`src/rtl/keccak_padder_64.sv`:
```
// Keccak/SHA-3 multi-rate padder for 64-bit lanes.
// Streams message words through a one-entry registered output stage.
// It places the domain/pad-start byte after the last message byte and
// sets bit 63 of the final lane of the closing block. It also emits
// whole padding words, or an extra block, when the message alone does
// not close the block.
module keccak_padder_64 #(
    parameter int unsigned DIN_WIDTH  = 64,
    parameter int unsigned RATE_WORDS = 17,
    parameter logic [7:0]  PAD_BYTE   = 8'h06
) (
    input  logic                 clk,
    input  logic                 rst_n,
    input  logic                 in_valid,
    output logic                 in_ready,
    input  logic [DIN_WIDTH-1:0] in_data,
    input  logic [3:0]           in_bytes,
    input  logic                 in_last,
    output logic                 out_valid,
    input  logic                 out_ready,
    output logic [DIN_WIDTH-1:0] out,
    output logic                 first_block,
    output logic                 last_block
);

    typedef enum logic [1:0] {
        IDLE,
        MSG,
        PAD
    } state_t;

    localparam int unsigned   NBYTES = DIN_WIDTH / 8;
    localparam logic [4:0]    LAST_W = 5'(RATE_WORDS - 1);

    state_t               state_q, state_d;
    logic [4:0]           wcnt_q, wcnt_d;
    logic [DIN_WIDTH-1:0] out_q, out_d;
    logic                 out_valid_q, out_valid_d;
    logic                 first_q, first_d;
    logic                 last_q, last_d;
    logic                 fb_run_q, fb_run_d;   // current block is the message's first block
    logic                 placed_q, placed_d;   // PAD_BYTE already emitted for this message

    logic                 slot_free;
    logic                 in_ready_int;
    logic                 in_fire;
    logic                 pad_fire;
    logic                 end_of_block;
    logic                 fb_now;
    logic [DIN_WIDTH-1:0] in_word;
    logic [DIN_WIDTH-1:0] pad_word;

    assign out         = out_q;
    assign out_valid   = out_valid_q;
    assign first_block = first_q;
    assign last_block  = last_q;
    assign in_ready    = rst_n & in_ready_int;

    // Handshake qualifiers and the candidate words for the output stage
    always_comb begin
        slot_free    = !out_valid_q || out_ready;
        in_ready_int = (state_q != PAD) && slot_free;
        in_fire      = in_valid && in_ready_int;
        pad_fire     = (state_q == PAD) && slot_free;
        end_of_block = (wcnt_q == LAST_W);
        fb_now       = (state_q == IDLE) ? 1'b1 : fb_run_q;

        in_word = '0;
        for (int unsigned i = 0; i < NBYTES; i++) begin
            if (!in_last || (4'(i) < in_bytes)) begin
                in_word[i*8 +: 8] = in_data[i*8 +: 8];
            end else if (4'(i) == in_bytes) begin
                in_word[i*8 +: 8] = PAD_BYTE;
            end
        end
        if (in_last && (in_bytes < 4'd8) && end_of_block) begin
            in_word[DIN_WIDTH-1] = 1'b1;
        end

        pad_word = '0;
        if (!placed_q) begin
            pad_word[7:0] = PAD_BYTE;
        end
        if (end_of_block) begin
            pad_word[DIN_WIDTH-1] = 1'b1;
        end
    end

    // Next-state and output-stage load logic
    always_comb begin
        state_d     = state_q;
        wcnt_d      = wcnt_q;
        out_d       = out_q;
        out_valid_d = out_valid_q && !out_ready;
        first_d     = first_q;
        last_d      = last_q;
        fb_run_d    = fb_run_q;
        placed_d    = placed_q;

        if (in_fire) begin
            out_valid_d = 1'b1;
            out_d       = in_word;
            first_d     = fb_now;
            fb_run_d    = end_of_block ? 1'b0 : fb_now;
            wcnt_d      = end_of_block ? '0 : wcnt_q + 5'd1;
            if (!in_last) begin
                last_d  = 1'b0;
                state_d = MSG;
            end else if (in_bytes < 4'd8) begin
                last_d   = 1'b1;
                placed_d = 1'b1;
                state_d  = end_of_block ? IDLE : PAD;
            end else begin
                // Full final word: the pad byte starts the next word, which
                // may open a fresh block when this word closed the current one.
                last_d   = 1'b0;
                placed_d = 1'b0;
                state_d  = PAD;
            end
        end else if (pad_fire) begin
            out_valid_d = 1'b1;
            out_d       = pad_word;
            first_d     = fb_run_q;
            last_d      = 1'b1;
            placed_d    = 1'b1;
            fb_run_d    = end_of_block ? 1'b0 : fb_run_q;
            wcnt_d      = end_of_block ? '0 : wcnt_q + 5'd1;
            if (end_of_block) begin
                state_d = IDLE;
            end
        end
    end

    // State and output-stage registers, cleared asynchronously
    always_ff @(posedge clk or negedge rst_n) begin
        if (!rst_n) begin
            state_q     <= IDLE;
            wcnt_q      <= '0;
            out_q       <= '0;
            out_valid_q <= 1'b0;
            first_q     <= 1'b0;
            last_q      <= 1'b0;
            fb_run_q    <= 1'b0;
            placed_q    <= 1'b0;
        end else begin
            state_q     <= state_d;
            wcnt_q      <= wcnt_d;
            out_q       <= out_d;
            out_valid_q <= out_valid_d;
            first_q     <= first_d;
            last_q      <= last_d;
            fb_run_q    <= fb_run_d;
            placed_q    <= placed_d;
        end
    end

endmodule

```
`config.mk`:
```
export PLATFORM = sky130hd
export DESIGN_NAME = keccak_padder_64
export DESIGN_NICKNAME = d
export VERILOG_FILES = /design/src/rtl/keccak_padder_64.sv
export SDC_FILE = /design/constraint.sdc
export NUM_CORES = 1
export LEC_CHECK = 0
export CAP_MARGIN = 20
export CORE_MARGIN = 3
export CORE_UTILIZATION = 35
export CTS_CLUSTER_DIAMETER = 30
export DETAILED_ROUTE_END_ITERATION = 8
export PLACE_DENSITY = 0.69
export RECOVER_POWER = 25
export SYNTH_ARGS = -nofsm -noshare
export SYNTH_HDL_FRONTEND = slang
export SYNTH_SLANG_ARGS = --single-unit
```
`constraint.sdc`:
```
create_clock -name clk -period 4.2 [get_ports clk]
set_input_delay 1.26 -clock clk [delete_from_list [all_inputs] [get_ports clk]]
set_output_delay 1.26 -clock clk [all_outputs]
set_load 0.005 [all_outputs]
```
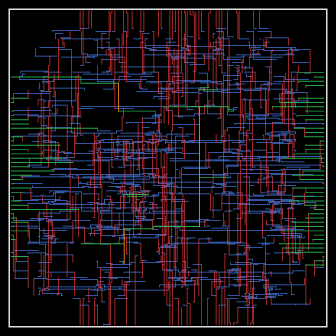
**Above:** run 1 (signal wires by layer).
[red] met2 | wire length: 3,780 µm
[blue] met1 | wire length: 3,850 µm
[orange] met4 | wire length: 57.8 µm
[green] met3 | wire length: 655 µm
DR WL/cell: 16.3 µm
drt total wl: 8350 µm
gr usage total: 16.8%
via count: 2,553

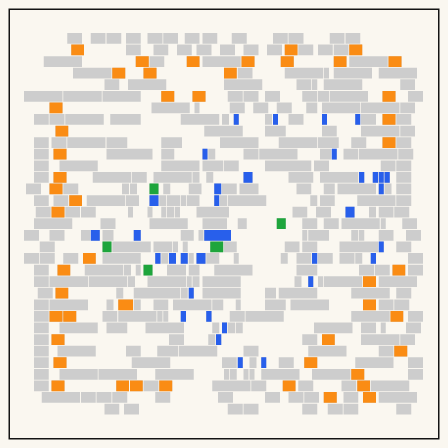
**Above:** run 1 (selected gate families).
[orange] AND-OR and OR-AND gates | cells: 48 | where: all over the die
[blue] NAND gates | cells: 34
[green] AND and OR gates | cells: 5
Final Non-Filler Cells: 513
most numerous logic cell after layout: clkdlybuf4s50_1
Comb/total area: 23.3%

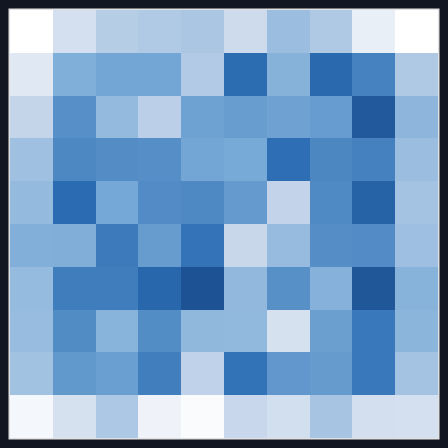
**Above:** run 1 (local utilization).
10 x 10 tiles, from white (low) to dark blue (high), 0 to 100% covered.
nearly empty tiles: 2.0%
emptiest ninth of the die: upper left
fullest tile: 86%
mean over tiles: 47%
core area: 0.00842 mm²
Init Core Util: 37.1%
utilization after layout: 57.9%

==> results_dict.tcl, run 1 <==
# metrics dict for downstream scripts
set metrics [dict create \
    outcome "completed" \
    grt_use_met3_pct 6.02 \
    syn_area_per_cell_um2 12.0 \
    port_buffers 140 \
    cts_resized 0 \
    end_kind "primary output" \
    drtIter0Drc 83 \
    min_to "out[33]$_DFFE_PN0P_" \
    period_minus_slack_ps 3770 \
    aoi_share_pct 20.4 \
    synthCells 261 \
    logic_family "AND-OR/OR-AND gates" \
    yosysMostFrequentCell "dfrtp_1" \
    cts_root_buf "clkbuf_8" \
    grt_pass1_wl_um 13400 \
    worst_slew_pin_slew_ps 1420 \
    async_flop_share_pct 100 \
    xor_share_pct 0.280 \
    drive_gt1_share_pct 7.35 \
    path_cells "clkdlybuf4s50_1 -> nand2b_1 -> and3_1 -> clkdlybuf4s50_1" \
    n_antenna_cell 0 \
    setup_viol 0 \
    clk_latency_ps 340 \
    timing.hold.ws_ps 478 \
    relSlewSlack_pct 5.01 \
    drc 0 \
    clockBufferDepth 2 \
    power_frac_seq_pct 39.9 \
    overflow 0 \
    cts.sinks 76 \
    grt_use_met2_pct 25.8 \
    ys.flop_type "dfrtp_1" \
    cts_buffers 9 \
    setup_tns_ps 0 \
    highest_layer "met4" \
    cts_tree "yes" \
    synthesis.area_mm2 0.00313 \
    p_sw_w 0.000846 \
    drv_cap 0 \
    synth.distinct_cells 37 \
    rrSetupSlack_ps 2370 \
    common_cells "dfrtp_1, a22o_1, nand2_1" \
    wl_met3_um 654 \
    critPathLaunchType "primary input" \
    grt_pass1_vias 2632 \
    ys_ff 76 \
    mux_area_share_pct 2.24 \
    gp_congestion 0.752 \
    viasPerCell 4.98 \
    tool_warnings 27 \
    dieArea_mm2 0.0101 \
    crit_fanout 2 \
    area_leaders "dfrtp_1, a22o_1, o21ai_0" \
    dp_hpwl_um 6160 \
    rr_startpoint "state_q[0]$_DFFE_PN0P_" \
    yosys_area_mm2 0.00313 \
    slew_viol_final 0 \
    intPower_w 0.00207 \
    power_density_mw_per_mm2 597 \
    met1_length_um 3850 \
    fin_skew_ps 8.07 \
    ys_seq_share_pct 60.8 \
    final_nets 478 \
    timing.final.crit_share_pct 89.7 \
    syn_nets 336 \
    yosys-stat-cells 261 \
    simple_gate_share_pct 12.2 \
    r2r_end "out[39]$_DFFE_PN0P_" \
    p_leak_nw 2.09 \
    endpoint "in_ready" \
    rr_worst_depth 4 \
    worst_hold_path.num_cells 2 \
    setup.worst_path.start "out_ready" \
    swShare_pct 29.0 \
    min_from "out[33]$_DFFE_PN0P_" \
    grt_max_degree 51 \
    ant_nets 0 \
    synth-edff-count 0 \
    rsz0062_at_grt "false" \
    cp.arrival_ps 2510 \
    lay_top_cells "clkdlybuf4s50_1, dfrtp_1, a22o_1" \
    rows 33 \
    pwr-share-clk_pct 23.4 \
    clk_pin_slew_ps 80 \
    post-cts-setup-buffer-count 0 \
    cpMaxStageDelayCell "clkdlybuf4s50_1" \
    ios 141 \
    fp.dieH_um 101 \
    p_comb_share_pct 36.7 \
    antenna_found_initial 0 \
    worstHoldPathType "reg2reg" \
    fmax_ghz 0.265 \
    cts_max_level 3 \
    globalRouteMet1Util_pct 23.1 \
    drt_pass1_iterations 4 \
    synth.top_cell.area_share_pct 60.8 \
    critical_path.most_common_cell "clkdlybuf4s50_1" \
    cpPeakStageDelay_ps 500 \
    power_w 0.00291 \
    top_area_cell "dfrtp_1" \
    hold_viol 0 \
    irDropWorstVdd_mv 0.339 \
    grt_busiest_layer "met2" \
    areaGrowthSynthToFinish_pct 56.1 \
    wl_met2_um 3780 \
    critical_path_class "in2out" \
    adder_share_pct 0.801 \
    cp.required_ps 2940 \
    ctsHoldBuffers 0 \
    die_x_um 101 \
    yosysWarnings 0 \
]
[run 1: area by class of cell]
cell class              instances  area (µm²)
clock inverters                 6         111
multi-input cells             165        1130
repair buffers                145        1440
well taps                     105         131
flip-flops and latches         76        1900
inverters                       6        22.5
clock buffers                  10         138
fillers                       727        3540
[run 1: power groups by stage]
stage | clock network, W | registers, W | logic, W
floorplan | 0 | 0.00117 | 0.000414
global placement | 0 | 0.00117 | 0.00107
detailed placement | 0 | 0.00117 | 0.00109
CTS | 0.000703 | 0.00116 | 0.00110
global route | 0.000727 | 0.00120 | 0.00118
finish | 0.000680 | 0.00116 | 0.00107
[run 1: registers in the layout, indices dropped and copies added (netlist names)]
name         count
out             64
wcnt_q           5
state_q          2
fb_run_q         1
first_block      1
last_block       1
out_valid        1
placed_q         1
[run 1: cell families (layout without fill, tap and decap cells)]
| group | after synthesis | in the layout |
|---|---|---|
| AOI/OAI and AO/OA | 85 | 85 |
| xor gates and xnor gates | 1 | 1 |
| adders and majority gates | 2 | 2 |
| buffers and inverters | 20 | 167 |
| DFF | 76 | 76 |
| muxes | 7 | 7 |
| and+or+nand+nor | 70 | 70 |
[run 1: through the flow]
step | setup slack [ps] | std cells | instance area [µm²] | util [%]
finish | 432 | 513 | 4880 | 57.9
global route | 372 | 513 | 4880 | 57.9
CTS | 427 | 513 | 4890 | 58.0
detailed placement | 440 | 497 | 4640 | 55.1
global placement | 458 | 497 | 4640 | 55.1
floorplan | 1240 | 261 | 3130 | -
[run 1: worst max-delay path, delay by kind of cell]
| family | cells | cell delay, ps |
|---|---|---|
| buffers and inverters | 2 | 970 |
| and+or+nand+nor | 2 | 280 |
--- run 2 (diff from run 1) ---
- CTS_BUF_LIST: not set -> sky130_fd_sc_hd__clkbuf_16
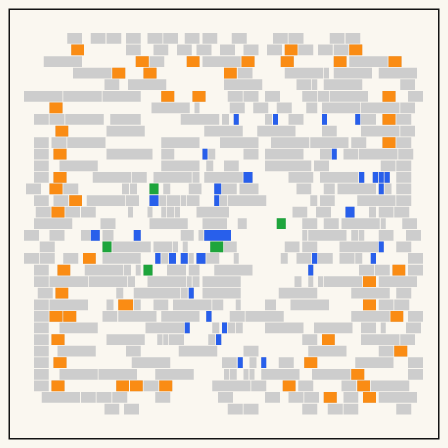
**Above:** run 2 (selected gate families).
[orange] AND-OR and OR-AND gates | cells: 48 | where: all over the die
[green] AND and OR gates | cells: 5
[blue] NAND gates | cells: 34
Comb/total area: 22.8%

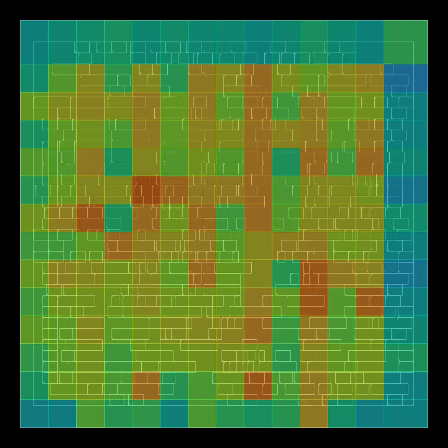
**Above:** run 2 (routing congestion map).
met2 Use GR: 25.9%
global routing usage on met3: 6.02%

==> results_dict.tcl, run 2 <==
# metrics dict for downstream scripts
set metrics [dict create \
    outcome "completed" \
    p_comb_share_pct 34.5 \
    power_density_mw_per_mm2 625 \
    final_core_util_pct 59.0 \
    path_cells "clkdlybuf4s50_1 -> nand2b_1 -> and3_1 -> clkdlybuf4s50_1" \
    synthesis.area_mm2 0.00313 \
    grt_max_degree 51 \
    stdcell_count 513 \
    seq_cells 76 \
    fin_skew_ps 3.66 \
    pwr-share-clk_pct 28.1 \
    dp_hpwl_um 6160 \
    seq_power_w 0.00116 \
    yosysWarnings 0 \
    comb_cells 165 \
    cts_max_level 3 \
    port_buffers 140 \
    seq_share_pct 38.3 \
    period_minus_slack_ps 3760 \
    top_area_cell "dfrtp_1" \
    p_leak_nw 2.13 \
    timing.final.crit_share_pct 89.6 \
    synthCells 261 \
    rsz0062_at_grt "false" \
    yosys-stat-cells 261 \
    drv_cap 0 \
    placed_cells 497 \
    post-cts-setup-buffer-count 0 \
    p_sw_w 0.000872 \
    fmax_ghz 0.266 \
    ctsHoldBuffers 0 \
    cts_buffers 9 \
    syn_nets 336 \
    path_delay_family "buffers and inverters" \
    worst_slew_pin_slew_ps 1410 \
    mi_logic_area_mm2 0.00113 \
    cpPeakStageDelay_ps 500 \
    synth.distinct_cells 37 \
    cp.required_ps 2940 \
    n_antenna_cell 0 \
    tool_warnings 27 \
    hold_viol 0 \
    ys_ff 76 \
    relSlewSlack_pct 5.95 \
    yosys_area_mm2 0.00313 \
    mostFrequentLayoutCell "clkdlybuf4s50_1" \
    clock_area_share_pct 6.85 \
    overflow 0 \
    power.group.top "sequential cells" \
    viasPerCell 5.00 \
    cts_tree "yes" \
    largest_reg_flops 64 \
    syn_area_per_cell_um2 12.0 \
    cp.arrival_ps 2500 \
    worstHoldPathType "reg2reg" \
    slew_viol_final 0 \
    ant_nets 0 \
    comb_power_w 0.00107 \
    critical_path.most_common_cell "clkdlybuf4s50_1" \
    drtIter0Drc 76 \
    common_cells "dfrtp_1, a22o_1, nand2_1" \
    register_area_mm2 0.00190 \
    tap_cells 105 \
    areaGrowthSynthToFinish_pct 59.0 \
    clkbuf_count 9 \
    dp_slack_ps 440 \
    fp.dieH_um 101 \
    drt_pass1_iterations 4 \
]
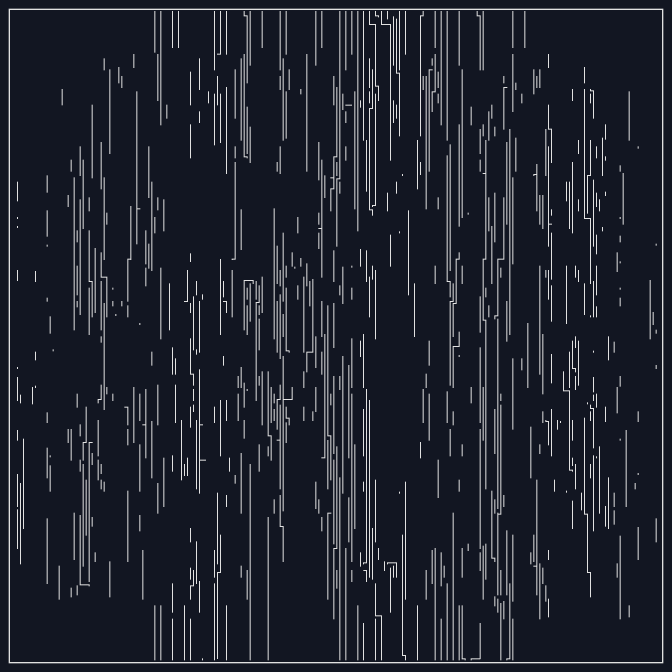
**Above:** run 2 (signal wires on met2).
longest straight run: 33.8 µm
main direction: vertical
share of all routed wire: 45%
nets with wire on the layer: 411
drt total wl: 8390 µm
via count: 2,565

==> run 2: worst register-to-register path: stages (launching register included) <==
cell and delay, ps:
dfrtp_1 440, nand2b_1 380, nand3_4 260, nor3_2 500
a22o_1 200
==> run 2: worst paths after layout <==
kind	startpoint	end	slack, ps	cells after the start
min in group asynchronous	rst_n	out[50]$_DFFE_PN0P_	1510	2
hold reg to reg	out[33]$_DFFE_PN0P_	out[33]$_DFFE_PN0P_	470	2
setup / recovery	out_ready	in_ready	440	4
hold / removal	out[33]$_DFFE_PN0P_	out[33]$_DFFE_PN0P_	470	2
max in group asynchronous	rst_n	out[42]$_DFFE_PN0P_	790	3
setup reg to reg	state_q[0]$_DFFE_PN0P_	out[39]$_DFFE_PN0P_	2360	4
==> run 2: logic make-up after synthesis <==
logic type                 count (synthesis)  synth area share [%]
buffers and inverters                     20                  3.20
muxes                                      7                  2.24
adders and majority gates                  2                 0.801
and+or+nand+nor                           70                  12.2
xor gates and xnor gates                   1                 0.280
AOI/OAI and AO/OA                         85                  20.4
DFF                                       76                  60.8
==> run 2: per-layer routing <==
metal | part of all wire [%] | vias up | wire, µm | track usage, %
met4 | 0.73 | 0 | 61 | 3.73
met1 | 46 | 1222 | 3860 | 23.1
met2 | 45 | 99 | 3780 | 25.9
li1 | - | 1237 | - | -
met3 | 8.1 | 7 | 679 | 6.02
met5 | 0 | - | 0 | 0
==> run 2: per-stage QoR <==
step	hold slack [ps]	power (W)	cell area (µm²)
finish	474	0.00311	4970
global route	492	0.00330	4970
global placement	451	0.00224	4640
CTS	476	0.00316	4980
detailed placement	463	0.00226	4640
floorplan	461	0.00159	3130
Power and IR drop assume default switching activity.
